File: src/rtl/mc_a_burst_seq_pkg.sv
// mc_a_pkg: shared widths and sequencer states for the MemA burst sequencer
package mc_a_pkg;
    localparam int DW = 8;
    localparam int DEPTH = 8;
    localparam int AW = $clog2(DEPTH);
    typedef enum logic [1:0] {IDLE, FILL, SKIP, DRAIN} seqStateT;
endpackage

File: src/rtl/mc_a_burst_seq_if.sv
// mc_a_burst_seq_if: fill stream, drain stream and MemA pin bundle of the burst sequencer
interface mc_a_burst_seq_if;
    import mc_a_pkg::*;
    logic          in_valid;
    logic [DW-1:0] in_data;
    logic          in_ready;
    logic          out_valid;
    logic [DW-1:0] out_data;
    logic          out_ready;
    logic          IncA;
    logic          WEA;
    logic [DW-1:0] DataInA;
    logic [DW-1:0] DOut1;
    logic [AW-1:0] AddrA;
    modport master (
        input  in_valid, in_data, out_ready, DOut1, AddrA,
        output in_ready, out_valid, out_data, IncA, WEA, DataInA
    );
    modport slave (
        output in_valid, in_data, out_ready, DOut1, AddrA,
        input  in_ready, out_valid, out_data, IncA, WEA, DataInA
    );
endinterface

File: src/rtl/mc_a_burst_seq.sv
// mc_a_burst_seq: burst fill/drain sequencer in front of the auto-increment MemA memory
module mc_a_burst_seq
    import mc_a_pkg::*;
(
    input  logic            clock,
    input  logic            Reset,
    input  logic            start_fill,
    input  logic [AW:0]     fill_len,
    input  logic            start_drain,
    mc_a_burst_seq_if.master bus,
    output logic [AW:0]     level,
    output logic            busy,
    output logic            done,
    output logic            sync_err
);
    localparam logic [AW:0]   MaxLen = (AW+1)'(DEPTH);
    localparam logic [AW:0]   LenOne = (AW+1)'(1);
    localparam logic [AW-1:0] PtrOne = AW'(1);

    seqStateT      state, stateNext;
    logic [AW-1:0] ptr, ptrNext, base, baseNext, skipCnt, skipNext;
    logic [AW:0]   rem, remNext, fillLen, lenNext, levelR, levelNext;
    logic          incR, incNext, weR, weNext;
    logic [DW-1:0] dinR, dinNext, outDataR, odNext;
    logic          outValidR, ovNext, rdIss, rdIssNext, rdPend, rdPendNext;
    logic          doneR, doneNext, chk, chkNext, syncErrR, errNext;
    logic [AW-1:0] ptrNow, skipNow;
    logic [AW:0]   lenClamp;
    logic          accept, take, issueRd;

    // The memory pointer moves on the edge that consumes a registered IncA,
    // so ptrNow is where the pointer will be once any in-flight access lands.
    assign ptrNow   = ptr + AW'(incR);
    assign skipNow  = base - ptrNow;
    assign lenClamp = (fill_len > MaxLen) ? MaxLen : fill_len;
    assign accept   = bus.in_valid && bus.in_ready;
    assign take     = bus.out_valid && bus.out_ready;
    assign issueRd  = (state == DRAIN) && !rdIss && !rdPend && !outValidR;

    assign bus.in_ready  = (state == FILL) && (rem != '0);
    assign bus.out_valid = outValidR;
    assign bus.out_data  = outDataR;
    assign bus.IncA      = incR;
    assign bus.WEA       = weR;
    assign bus.DataInA   = dinR;
    assign level         = levelR;
    assign busy          = state != IDLE;
    assign done          = doneR;
    assign sync_err      = syncErrR;

    // Next-state and registered-output decisions; memory pins default to idle re-read
    always_comb begin
        stateNext  = state;
        ptrNext    = ptrNow;
        baseNext   = base;
        remNext    = rem;
        skipNext   = skipCnt;
        lenNext    = fillLen;
        levelNext  = levelR;
        incNext    = 1'b0;
        weNext     = 1'b0;
        dinNext    = dinR;
        ovNext     = rdPend ? 1'b1 : outValidR;
        odNext     = rdPend ? bus.DOut1 : outDataR;
        rdIssNext  = 1'b0;
        rdPendNext = rdIss;
        doneNext   = 1'b0;
        chkNext    = incR;
        errNext    = syncErrR | (chk && busy && (bus.AddrA != ptr));
        case (state)
            IDLE: begin
                if (start_fill && lenClamp != '0) begin
                    stateNext = FILL;
                    baseNext  = ptrNow;
                    remNext   = lenClamp;
                    lenNext   = lenClamp;
                end else if (start_drain && levelR != '0) begin
                    stateNext = (skipNow == '0) ? DRAIN : SKIP;
                    skipNext  = skipNow;
                    remNext   = levelR;
                end
            end
            FILL: begin
                if (accept) begin
                    incNext = 1'b1;
                    weNext  = 1'b1;
                    dinNext = bus.in_data;
                    remNext = rem - LenOne;
                    if (rem == LenOne) begin
                        stateNext = IDLE;
                        levelNext = fillLen;
                        doneNext  = 1'b1;
                    end
                end
            end
            SKIP: begin
                incNext  = 1'b1;
                skipNext = skipCnt - PtrOne;
                if (skipCnt == PtrOne) stateNext = DRAIN;
            end
            DRAIN: begin
                if (issueRd) begin
                    incNext   = 1'b1;
                    rdIssNext = 1'b1;
                end
                if (take) begin
                    ovNext  = 1'b0;
                    remNext = rem - LenOne;
                    if (rem == LenOne) begin
                        stateNext = IDLE;
                        doneNext  = 1'b1;
                    end
                end
            end
            default: stateNext = IDLE;
        endcase
    end

    // State and datapath registers; reset abandons any burst in flight
    always_ff @(posedge clock) begin
        if (!Reset) begin
            state     <= IDLE;
            ptr       <= '0;
            base      <= '0;
            rem       <= '0;
            skipCnt   <= '0;
            fillLen   <= '0;
            levelR    <= '0;
            incR      <= 1'b0;
            weR       <= 1'b0;
            dinR      <= '0;
            outValidR <= 1'b0;
            outDataR  <= '0;
            rdIss     <= 1'b0;
            rdPend    <= 1'b0;
            doneR     <= 1'b0;
            chk       <= 1'b0;
            syncErrR  <= 1'b0;
        end else begin
            state     <= stateNext;
            ptr       <= ptrNext;
            base      <= baseNext;
            rem       <= remNext;
            skipCnt   <= skipNext;
            fillLen   <= lenNext;
            levelR    <= levelNext;
            incR      <= incNext;
            weR       <= weNext;
            dinR      <= dinNext;
            outValidR <= ovNext;
            outDataR  <= odNext;
            rdIss     <= rdIssNext;
            rdPend    <= rdPendNext;
            doneR     <= doneNext;
            chk       <= chkNext;
            syncErrR  <= errNext;
        end
    end
endmodule

File: src/flat_wrapper.sv
// flat-port wrapper written by rule: the top's interface ports become plain ports
module mc_a_burst_seq_flat import mc_a_pkg::*;
  (clock, Reset, start_fill, fill_len, start_drain, level, busy, done, sync_err, bus_in_valid, bus_in_data, bus_out_ready, bus_DOut1, bus_AddrA, bus_in_ready, bus_out_valid, bus_out_data, bus_IncA, bus_WEA, bus_DataInA);
  mc_a_burst_seq_if bus_i ();
  input  logic clock;
  input  logic Reset;
  input  logic start_fill;
  input  logic [AW:0] fill_len;
  input  logic start_drain;
  output logic [AW:0] level;
  output logic busy;
  output logic done;
  output logic sync_err;
  input wire logic [$bits(bus_i.in_valid)-1:0] bus_in_valid;
  input wire logic [$bits(bus_i.in_data)-1:0] bus_in_data;
  input wire logic [$bits(bus_i.out_ready)-1:0] bus_out_ready;
  input wire logic [$bits(bus_i.DOut1)-1:0] bus_DOut1;
  input wire logic [$bits(bus_i.AddrA)-1:0] bus_AddrA;
  output wire logic [$bits(bus_i.in_ready)-1:0] bus_in_ready;
  output wire logic [$bits(bus_i.out_valid)-1:0] bus_out_valid;
  output wire logic [$bits(bus_i.out_data)-1:0] bus_out_data;
  output wire logic [$bits(bus_i.IncA)-1:0] bus_IncA;
  output wire logic [$bits(bus_i.WEA)-1:0] bus_WEA;
  output wire logic [$bits(bus_i.DataInA)-1:0] bus_DataInA;
  assign bus_i.in_valid = bus_in_valid;
  assign bus_i.in_data = bus_in_data;
  assign bus_i.out_ready = bus_out_ready;
  assign bus_i.DOut1 = bus_DOut1;
  assign bus_i.AddrA = bus_AddrA;
  assign bus_in_ready = bus_i.in_ready;
  assign bus_out_valid = bus_i.out_valid;
  assign bus_out_data = bus_i.out_data;
  assign bus_IncA = bus_i.IncA;
  assign bus_WEA = bus_i.WEA;
  assign bus_DataInA = bus_i.DataInA;
  mc_a_burst_seq u_core (.clock(clock), .Reset(Reset), .start_fill(start_fill), .fill_len(fill_len), .start_drain(start_drain), .bus(bus_i), .level(level), .busy(busy), .done(done), .sync_err(sync_err));
endmodule
File: config.mk
export PLATFORM = sky130hd
export DESIGN_NAME = mc_a_burst_seq_flat
export DESIGN_NICKNAME = d
export VERILOG_FILES = /design/src/rtl/mc_a_burst_seq_pkg.sv /design/src/rtl/mc_a_burst_seq_if.sv /design/src/rtl/mc_a_burst_seq.sv /design/src/flat_wrapper.sv
export SDC_FILE = /design/constraint.sdc
export NUM_CORES = 1
export LEC_CHECK = 0
export CAP_MARGIN = 40
export CORE_ASPECT_RATIO = 1.4
export CORE_MARGIN = 8
export CORE_UTILIZATION = 45
export CTS_CLUSTER_SIZE = 16
export DETAILED_ROUTE_END_ITERATION = 8
export GPL_ROUTABILITY_DRIVEN = 0
export HOLD_SLACK_MARGIN = 0.08
export PLACE_DENSITY = 0.84
export SETUP_SLACK_MARGIN = 0.1
export SYNTH_ARGS = -nofsm -noshare
export SYNTH_HDL_FRONTEND = slang
export SYNTH_SLANG_ARGS = --single-unit
File: constraint.sdc
create_clock -name clock -period 2.4 [get_ports clock]
set_input_delay 0.24 -clock clock [delete_from_list [all_inputs] [get_ports clock]]
set_output_delay 0.24 -clock clock [all_outputs]
set_load 0.005 [all_outputs]
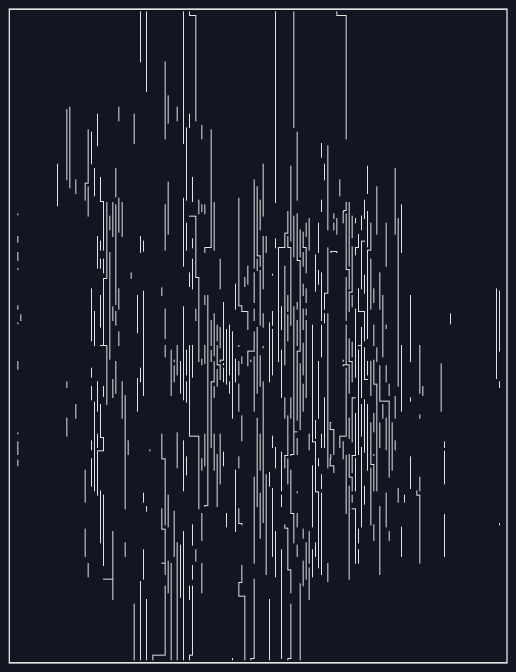
Fig. 1. Signal wires on met2 (run 1).
longest straight run: 31.4 um
wire length on this layer: 2440 um
Detailed Route WL: 5120 um
vias post-DR: 1828
met2 Usage GRT: 0.231

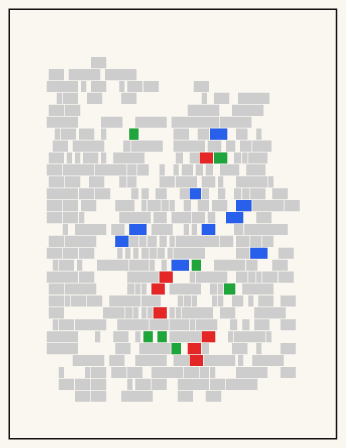
Fig. 2. Gate-type map (run 1).
legend:
  XOR/XNOR gates:
    colour: red
    cells: 7
    most_used: xnor2_1
  AND and OR gates:
    colour: green
    cells: 7
    most_used: and2_1
  AND-OR and OR-AND gates:
    colour: blue
    cells: 9

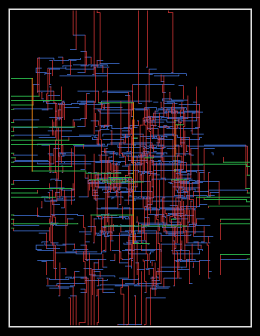
Fig. 3. Signal wires by layer (run 1).
legend:
  met1:
    colour: blue
    wire_length: 2180 um
  met4:
    colour: orange
    wire_length: 87.7 um
  met2:
    colour: red
    wire_length: 2440 um
  met3:
    colour: green
    wire_length: 411 um
overall track demand over capacity in global routing: 0.143
drt wl/cell: 14.8 um

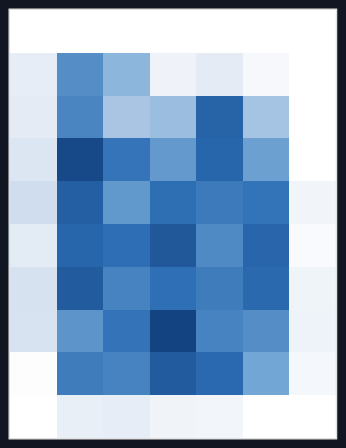
Fig. 4. Local utilization (run 1).
7 x 10 tiles, from white (low) to dark blue (high), 0 to 100% covered.
mean over tiles: 39%
fullest tile: 93%
tiles over 75% full: 19%
emptiest ninth of the die: top right
densest ninth of the die: middle
nearly empty tiles: 20%
area of the placeable core: 4570 sq um
utilization after layout: 0.632
Floorplan Utilization: 0.469

==> results.txt, run 1 <==
On the backend side, the flow ran end to end.

Of the total power, registers draw 0.403. Per the CTS log, the maximum H-tree level is 2. In the CTS report, the clock slew at the register clock pins of the worst setup and hold paths is listed as 0.08 ns. Buffers added to address setup during post-CTS repair amount to 0.

Per the timing report, the most critical flop-to-flop path originates at u_core.bus.IncA. The overall power stands at 2.52 mW. The final max-slew violation count stands at 0. The detailed router's first-iteration violation count stands at 140. The launch point of the critical path was reported as u_core.bus.IncA. At the worst endpoint, the arrival time is 2.41 ns.

Per the layout report, the design carries 60 non-clock buffers. The worst setup skew after layout stands at 0.00457 ns. The finished layout holds 345 standard cells, fillers aside.

Summed over all sequential cells, the power is 1.02 mW. The height of the die stands at 97.7 um. The highest layer touched by signal routing is met4. The share of the synthesized area in the top cell type stands at 0.438. The worst slew margin relative to its limit stands at 0.608. Of all the cell area in the finished design, non-clock buffers hold 0.208. For reference, the critical path is captured by u_core.state[0]. The report puts the cell count of the worst reg-to-reg path at 8. The net count of the finished layout is 321. By area, the class that comes first in the final layout consists of combinational gates. The number of max-capacitance violations reported stands at 0.

The part of the total power dissipated in combinational logic stands at 0.373. Of the total synthesized cell area, the portion taken by AND-OR and OR-AND cells is 0.168. For this floorplan the total number of well-tap instances is 62. Per the summary, power density relative to cell area is 872 nW/um^2. The routed metal-1 wirelength stands at 2180 um. The post-synth register bit count is 47. The share of total power dissipated in the clock network is 0.224.

The cell type that accounts for the most area after synthesis is sky130_fd_sc_hd__dfxtp_1. The worst path needs 2.18 ns of the cycle, external delays included. The chip width stands at 74.4 um. The commonest register cell is sky130_fd_sc_hd__dfxtp_1. Of the available clock period, the critical path in the final layout requires 0.908.

Entering global routing, the biggest net connects 34 pins. The proportion of cell area spent on the clock network stands at 0.0355. The non-clock inverter total of the final layout stands at 13. Leaving out fill and tap cells, the most frequent cell in the layout is sky130_fd_sc_hd__clkdlybuf4s50_1.

For reference, the critical path cell chain is ha_1, ha_1, inv_1, fa_1, xor2_1, xnor2_1, o311a_2, a211oi_2. The async set-reset flop share out of synthesis stands at 0. Looking at the reg2reg group, the worst path ends at u_core.state[0]. The number of CTS-inserted buffers stands at 5. Max fanout on the critical path was recorded as 3. Per the OpenROAD power report, switching power amounts to 0.869 mW. The first global-routing pass estimated 8290 um of wire. The fraction of synthesized cell area in xor and xnor cells stands at 0.0286.

The top-level port count stands at 56. In the final layout, the multi-input gates occupy 1120 sq um. The number of diodes stands at 0. The OpenROAD report gives the critical path a required time of 2.63 ns.

Yosys mapped a number of flops with a built-in enable equal to 0. The met1 usage in global routing stands at 0.160. The area of the die stands at 7270 sq um. The report gives the cell count of the worst hold path as 1. Per the power-grid run, VDD falls by no more than 0.570 mV.

The switching portion of total power comes to 0.345. Summed over all layers, the global routing overflow is 0. Counting the fill cells in the layout gives 418.

The finished cells cover 2890 sq um. The number of hold violations in the final report stands at 0. In this run the clock root is driven by a sky130_fd_sc_hd__clkbuf_8. Broken down by cell family, the worst path's largest delay share belongs to adder cells. The cell count after placement stands at 338. The clock passes through at most 2 buffers. The count of clock tree sinks stands at 47. Summed over all failing endpoints, the final setup total negative slack is 0 ns. Summed over the clock group, the power is 0.565 mW. The initial antenna violation count is 0. The number of buffer cells added on primary ports stands at 55. The worst setup path is captured at a flip-flop. The number of buffers and inverters on the critical path is 1. The sequential cells in the finished layout cover a total of 941 sq um. Detailed placement ended at an HPWL of 3700 um.

The tally of nets with antenna violations remaining after routing stands at 0. In the routed layout, each cell is associated on average with a via count of 5.30. The flow ran to the end, and the final reports show no timing, DRC or antenna violations. Ranked by instance count, the synthesized netlist is headed by sky130_fd_sc_hd__dfxtp_1, sky130_fd_sc_hd__nor2_1, sky130_fd_sc_hd__mux2i_1, sky130_fd_sc_hd__nand2_1. The met3 track demand over resource stands at 0.0537. The post-placement worst setup slack stands at 0.192 ns.

Measured against the total synthesized area, the mux share comes to 0.0980. The synthesis warning total stands at 0. The via count of the first global-routing pass stands at 1817. The top cell types in the final layout, fill and taps aside, are sky130_fd_sc_hd__clkdlybuf4s50_1, sky130_fd_sc_hd__dfxtp_1, sky130_fd_sc_hd__nor2_1. The final hold slack stands at 0.448 ns.

The tally of unique sky130hd cells used after synthesis stands at 49. The latest clock arrival within the worst-skew pair stands at 0.30 ns. The number of warnings in the stage logs stands at 29. The cell-mix breakdown from Yosys lists the adder-cell area share as 0.0560. The floorplan has 29 rows.
Fig. 5: run 1, routing congestion
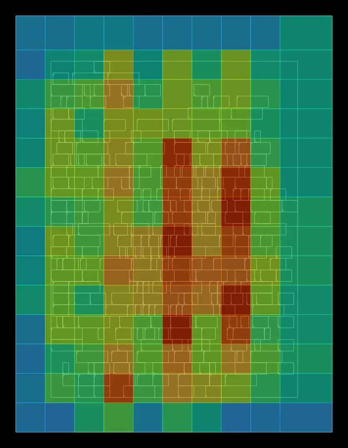

## Run 2: what changed since run 1
--- a/config.mk
+++ b/config.mk
@@ -8,12 +8,12 @@
 export CAP_MARGIN = 40
 export CORE_ASPECT_RATIO = 1.4
 export CORE_MARGIN = 8
-export CORE_UTILIZATION = 45
+export CORE_UTILIZATION = 48
 export CTS_CLUSTER_SIZE = 16
 export DETAILED_ROUTE_END_ITERATION = 8
 export GPL_ROUTABILITY_DRIVEN = 0
 export HOLD_SLACK_MARGIN = 0.08
-export PLACE_DENSITY = 0.84
+export PLACE_DENSITY = 0.88
 export SETUP_SLACK_MARGIN = 0.1
 export SYNTH_ARGS = -nofsm -noshare
 export SYNTH_HDL_FRONTEND = slang
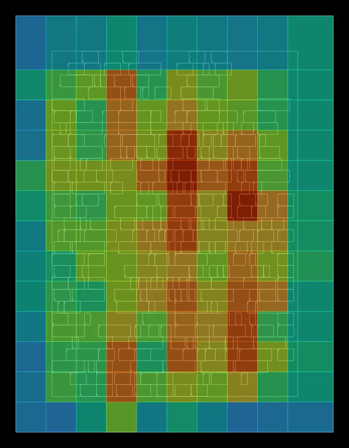
Fig. 6. Routing congestion (run 2).
met1 layer usage reported by global route: 0.165
met3 track demand over resource in global routing: 0.0400

==> run 2 against run 1 <==
Synthesized area unchanged. Sequential share of layout area up 0.37 points. Clock power fell by 19%. Setup slack about the same. Fmax is essentially flat. Routed wire length decreased by 0.86%. Synthesized cell count stayed put. Via count is 0.44% higher. Cell area decreased by 0.99%. Hold slack worse by 0.00095 ns. Core utilization rose by 1.4 points. Critical path type unchanged.
==> results.txt, run 2 <==
On the backend side, the flow ran end to end.

The routed metal-1 wirelength stands at 2130 um. The clock-pin slew of the registers on the worst-case setup and hold paths stands at 0.09 ns. In the layout the commonest cells are sky130_fd_sc_hd__clkdlybuf4s50_1, sky130_fd_sc_hd__dfxtp_1, sky130_fd_sc_hd__nor2_1. The total clock network power stands at 0.458 mW. The switching power of the nets stands at 0.858 mW.

In this run, the synthesized area fraction spent on AND-OR/OR-AND gates is recorded as 0.168. The sequential cells in the finished layout cover a total of 942 sq um. For reference, the final report shows the max-slew violation count at 0. The peak fanout along the critical path stands at 3. Clock tree synthesis selected as its root buffer the cell sky130_fd_sc_hd__clkbuf_8.

The flop and latch count out of synthesis stands at 47. The part of the total power dissipated in combinational logic stands at 0.392. The fraction of the cycle the final worst path needs stands at 0.908. After detailed routing, the average wire length per cell comes to 14.7 um. The multi-input combinational cells in the finished layout cover a total of 1120 sq um.

The worst slew margin relative to its limit stands at 0.593. The worst register-to-register path depth is 8. The endpoint identified for the worst register-to-register timing path is u_core.state[0]. Entering global routing, the biggest net connects 18 pins. The number of fill cells in the layout stands at 417. The worst setup path is captured at a flip-flop. The critical path starts at u_core.bus.IncA. At the worst endpoint, the required time is 2.63 ns. The post-placement cell area is 2770 sq um. Of the total synthesized cell area, the portion taken by XOR and XNOR cells is 0.0286. After detailed routing, the total wire length is 5080 um. As logged by OpenROAD, the buffers inserted on ports number 55. Following the worst setup path forward leads to its endpoint at u_core.state[0]. The number of enable flip-flop cells stands at 0. The number of diodes stands at 0. Checking hold timing, the worst path is listed with class reg2reg. For this run, the detailed router reports a per-instance via density of 5.31. The peak supply drop stands at 0.445 mV. The commonest register cell is sky130_fd_sc_hd__dfxtp_1. sky130_fd_sc_hd__dfxtp_1 takes more of the synthesized area than any other cell. The count of clock tree sinks stands at 47.

The final report gives the core utilization as 0.647. The proportion of cell area spent on the clock network stands at 0.0297. Across the routed clock network, the largest skew measured is 0.0133 ns.

The sequential fraction of design power stands at 0.417. The post-layout minimum cycle time stands at 2.18 ns. Power attributed to sequential cells is 1.00 mW. In the final design, more cell area goes to combinational gates than to any other class.

The post-layout net count stands at 321. The script reports the combined buffer and inverter count of the critical path as 1. The synthesis warning total stands at 0. The main area contributors are sky130_fd_sc_hd__dfxtp_1, sky130_fd_sc_hd__mux2i_1, sky130_fd_sc_hd__nor2_1.

The number of hold violations in the final report stands at 0. The CTS report gives the tree buffer count as 5. The buffer share of cell area stands at 0.205.

The startpoint identified for the worst register-to-register timing path is u_core.bus.IncA. The cell count after placement stands at 338. The via count of the first global-routing pass stands at 1859. Once the clock tree was built, the setup fixing pass inserted 0 buffers.

The number of warnings in the stage logs stands at 29. The tally of unique sky130hd cells used after synthesis stands at 49. The final instance count without filler cells stands at 346. The effective utilization at floorplan stands at 0.485.

The synthesis run shows the most used standard cells to be sky130_fd_sc_hd__dfxtp_1, sky130_fd_sc_hd__nor2_1, sky130_fd_sc_hd__mux2i_1, sky130_fd_sc_hd__nand2_1. The design received a total of 62 well taps at floorplan. The via count stands at 1836. The multiplexer area fraction after synthesis stands at 0.0980. The met2 global-route usage stands at 0.274. The clock reaches the later pin of the worst-skew pair after 0.30 ns.

The final layout reports a setup TNS of 0 ns. The area of the die stands at 6900 sq um. The number of cells on the worst hold path is listed as 1. The first global-routing pass estimated 8450 um of wire. The power report attributes to the clock group a share of 0.190. The share of total power consumed by net switching stands at 0.357. Grouping stages by cell kind, the critical path spends the most delay in adder cells.

The die is 72.5 um wide. The height of the die stands at 95.1 um. Per the CTS log, the buffer count on the longest clock path is 2. Total power for the finished layout comes to 2.40 mW. Total global-route track usage over all layers is 0.151.

Per the detail_route log, the uppermost layer with routed signals is met4. The initial antenna violation count is 0. Hold is met by 0.447 ns. The core area stands at 4430 sq um. The library cell used most frequently in the layout, excluding fill and tap cells, is sky130_fd_sc_hd__clkdlybuf4s50_1. After floorplanning, the core was divided into 29 placement rows. The power density normalized to cell area stands at 840 nW/um^2. The count of cell instances traversed by the critical path stands at 8.

The post-placement worst setup slack stands at 0.191 ns. Of all flip-flops after synthesis, the portion carrying an async set or reset was 0. The non-clock inverter total of the final layout stands at 13. The gate count of the mapped netlist stands at 226. The fraction of cell area in multi-input combinational cells is reported as 0.392.

Summed over all nets, the half-perimeter wirelength after detailed placement is 3830 um. Per the post-route antenna check, the number of violating nets is 0. The share of synthesized cell area in full adder, half adder and majority cells stands at 0.0560. The count of non-CTS buffers in the layout stands at 60.

The share of the synthesized area in the top cell type stands at 0.438. The clock H-tree reported by CTS has 2 levels. According to the I/O placement log, the pin count is 56.

The post-synthesis instance area stands at 2150 sq um. Global routing finished with a remaining overflow of 0. The number of max-capacitance violations reported stands at 0. The summed area of non-filler cells in the final layout stands at 2860 sq um. The run finished with clean final reports. Looking at the setup timing report, the critical path kind is reg2reg. In this run the critical path is formed by ha_1, ha_1, inv_1, fa_1, xor2_1, xnor2_1, o311a_2, a211oi_2.

The detailed router's first-iteration violation count stands at 68. The data arrival time of the worst path stands at 2.41 ns.
Fig. 7: run 2, signal wires by layer
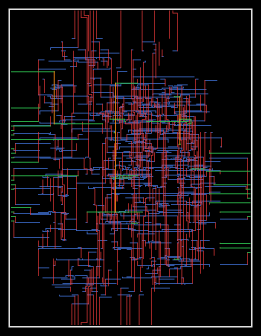

## Run 3: what changed since run 2
--- a/config.mk
+++ b/config.mk
@@ -12,6 +12,7 @@
 export CTS_CLUSTER_SIZE = 16
 export DETAILED_ROUTE_END_ITERATION = 8
 export GPL_ROUTABILITY_DRIVEN = 0
+export GPL_TIMING_DRIVEN = 0
 export HOLD_SLACK_MARGIN = 0.08
 export PLACE_DENSITY = 0.88
 export SETUP_SLACK_MARGIN = 0.1
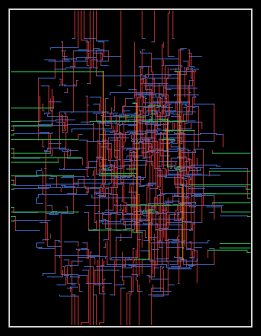
Fig. 8. Signal wires by layer (run 3).
legend:
  met3:
    colour: green
    wire_length: 417 um
  met2:
    colour: red
    wire_length: 2680 um
  met4:
    colour: orange
    wire_length: 148 um
  met1:
    colour: blue
    wire_length: 2030 um
overall track demand over capacity in global routing: 0.156
drt wl/cell: 15.0 um
vias post-DR: 1890

==> run 3 against run 2 <==
Sequential power about the same. Critical path depth unchanged. Cell area increased by 1.4%. Highest routed layer unchanged. Synthesized area unchanged. Total power increased by 4.6%. Hold slack improved by 0.0030 ns. Clock power increased by 16%. Clock skew decreased by 0.0073 ns. Core utilization increased by 0.88 points. Largest power group is now combinational logic. Die size unchanged.
==> results.txt, run 3 <==
On the backend side, the flow ran end to end.

The run finished with clean final reports. The logic depth of the worst register-to-register path stands at 8. For this run the detailed placement stage logged an HPWL of 3910 um. Yosys shows that the main logic family after synthesis is simple AND/OR/NAND/NOR gates. Signal routing reaches up to met4. In this run the worst setup path terminates at u_core.state[0]. STA classifies the critical path startpoint as a flip-flop.

Setup slack on the worst reg-to-reg path comes out at 0.24 ns. The fraction of the mapped netlist area in simple logic gates stands at 0.170. The met1 usage in global routing stands at 0.163.

Per the final layout report, the fraction of cells sized above drive strength 1 comes to 0.104. Among all flip-flop cells after synthesis, the most frequent one is sky130_fd_sc_hd__dfxtp_1. Per the placement report, the placed cell count is 343. The OpenROAD report gives the critical path a data arrival time of 2.39 ns. According to the report, the first pass of detailed routing completed in 4 iterations. For this run, global-route usage on met2 was measured as 0.274. The post-detailed-placement cell area stands at 2770 sq um. The initial antenna violation count was 0.

The share of the synthesized area in the top cell type stands at 0.438. CTS placed an instance of sky130_fd_sc_hd__clkbuf_8 at the clock tree root. The number of cells on the worst hold path is listed as 1. Warnings raised by the tools during the run amount to 29. The total buffers and inverters traversed by the critical path stands at 1. The effective utilization at floorplan stands at 0.485. The sequential cells in the finished layout cover a total of 942 sq um. The height of the die stands at 95.1 um. The required time reported for the critical path endpoint stands at 2.63 ns. The routed metal-1 wirelength stands at 2030 um. The script parses the final routing iteration and logs DRC violations as 0.

Gates resized during post-CTS repair numbered 0. The worst-case max-slew headroom was logged as 0.577. Buffers added to address setup during post-CTS repair amount to 0.

The pin slew with the least headroom to its limit stands at 0.633 ns. The share of total power dissipated in the clock network is 0.212. In this run, synthesis inferred 0 flip-flops with an integrated enable. The clock passes through at most 2 buffers. The script logs the ratio of routed vias to standard cells as 5.38. The number of max-capacitance violations reported stands at 0.

The critical path crosses 8 cells after its start point. The leakage power of the design stands at 1.03 nW. The setup TNS stands at 0 ns. The total grt overflow stands at 0.

STA classifies the critical path endpoint as a flip-flop. The area of the die stands at 6900 sq um. The layout has 13 inverters outside the clock class. The number of nets at floorplan stands at 264. The peak fanout along the critical path stands at 3.

The H-tree depth reported by CTS stands at 2. The cell area that synthesis handed to floorplanning was 2150 sq um. For reference, the critical path is launched at u_core.bus.IncA. Sorting the synthesis cell report by count puts at the top sky130_fd_sc_hd__dfxtp_1. TritonCTS built the clock tree. The tally of unique sky130hd cells used after synthesis stands at 49. The synthesized design contains 47 register bits. The latest clock arrival within the worst-skew pair stands at 0.30 ns.

The largest share of the power goes to combinational logic. The maximum achievable frequency stands at 462 MHz. The post-layout net count stands at 326. Per the layout area report, the combinational fraction of cell area is 0.392. The horizontal die dimension reported for this design is 72.5 um. Of the total synthesized cell area, the portion taken by AND-OR and OR-AND cells is 0.168. In the final layout, the clock buffer count is 7. The critical path goes through ha_2, ha_4, inv_2, fa_2, xor2_1, xnor2_1, o311a_2, a211oi_2.

The first global-routing pass estimated 8540 um of wire. In the final report, the number of hold violations comes to 0. Yosys reports the multiplexer fraction of the synthesized area as 0.0980. In this run, the synthesized area fraction spent on xor and xnor cells is recorded as 0.0286. Per the cell usage report, the commonest logic cell in the layout is sky130_fd_sc_hd__clkdlybuf4s50_1. Leaving out the clock tree, the finished layout contains a buffer count of 65.

The power dissipated in sequential cells stands at 0.965 mW. The number of standard-cell rows in the floorplan stands at 29. The share of total power consumed by net switching stands at 0.358. The largest total area in the synthesized netlist belongs to sky130_fd_sc_hd__dfxtp_1. The number of diodes stands at 0.

Per the finish-stage timing summary, setup violations number 0. The biggest slice of the area belongs to combinational gates. The share of the core filled with cells in the final layout stands at 0.655. The combinational power stands at 1.02 mW. Counting the warning lines in the Yosys log gives 0. Entering global routing, the biggest net connects 15 pins. Setup repair after global routing left no endpoint under its margin. The number of fill cells in the layout stands at 368. The largest incremental delay on the critical path stands at 0.38 ns.

From synthesis to final layout, the design area changed by 35.2%. The met3 track demand over resource stands at 0.0505. The buffer share of cell area stands at 0.204. For reference, the final report shows the max-slew violation count at 0. The worst register-to-register path ends at u_core.state[0].

Cell internal power was estimated by the tool at 1.61 mW. The number of flip-flops and latches stands at 47. A synthesized cell averages 9.49 sq um.

The flop share of the area stands at 0.325. VDD sags by at most 0.443 mV. The CTS log lists the clock sinks for this run as 47. The sequential fraction of design power stands at 0.384. The post-placement worst setup slack stands at 0.169 ns. The tap cell count stands at 62.

The number of standard cells reported by yosys stands at 226. The clock-pin slew of the registers on the worst-case setup and hold paths stands at 0.09 ns. The number of clock buffers added by TritonCTS is 5. The path with the worst hold slack has its endpoint at u_core.rdIss.

The share of total power dissipated in combinational logic is 0.405. The tally of nets with antenna violations remaining after routing stands at 0. In the layout the commonest cells are sky130_fd_sc_hd__clkdlybuf4s50_1, sky130_fd_sc_hd__dfxtp_1, sky130_fd_sc_hd__nor2_1.

After routing the design area is 2900 sq um. The total clock network power stands at 0.532 mW. Of all flip-flops after synthesis, the portion carrying an async set or reset was 0. In the synthesized netlist, the cells that appear most often are sky130_fd_sc_hd__dfxtp_1, sky130_fd_sc_hd__nor2_1, sky130_fd_sc_hd__mux2i_1, sky130_fd_sc_hd__nand2_1. The post-layout minimum cycle time stands at 2.16 ns.

The post-cts hold buffer count stands at 0. The share of the Yosys chip area taken by registers is 0.438. In the setup report, the worst path falls into the class reg2reg. The number of buffer cells added on primary ports stands at 55. The detailed router's first-iteration violation count stands at 149. The analysis attributes to net switching a power of 0.901 mW. STA lists the startpoint of the worst register-to-register path as u_core.bus.IncA. Leaving out buffers and inverters, the combinational logic in the layout accounts for 1140 sq um. The total area inside the core boundary comes to 4430 sq um.

The kind of cell with the highest combined delay along the critical path is adder cells. The share of synthesized cell area in full adder, half adder and majority cells stands at 0.0560. For this run, the number of standard cells in the final layout without fillers is 351. The design draws 2.52 mW.

For this design the top-level I/O count stands at 56. The launch point of the worst min-delay path is recorded as u_core.rdIss. The proportion of cell area spent on the clock network stands at 0.0358.

Post-route period utilization is reported as 0.902. In this run the worst hold path is classified as reg2reg. The main area contributors are sky130_fd_sc_hd__dfxtp_1, sky130_fd_sc_hd__mux2i_1, sky130_fd_sc_hd__nor2_1. The power density normalized to cell area stands at 867 nW/um^2. The detailed router reported a total wirelength of 5280 um.

The final hold slack stands at 0.450 ns. In the final run the clock tree shows a worst skew of 0.00606 ns. The post-layout worst setup margin stands at 0.235 ns. The via count of the first global-routing pass is 1893. The multi-input combinational cell count stands at 156. The total met3 wirelength after detailed routing stands at 416 um. The synthesized netlist handed to floorplanning was reported with a cell count of 226.
Power figures rest on the tool's default switching activity, not on a simulated workload.
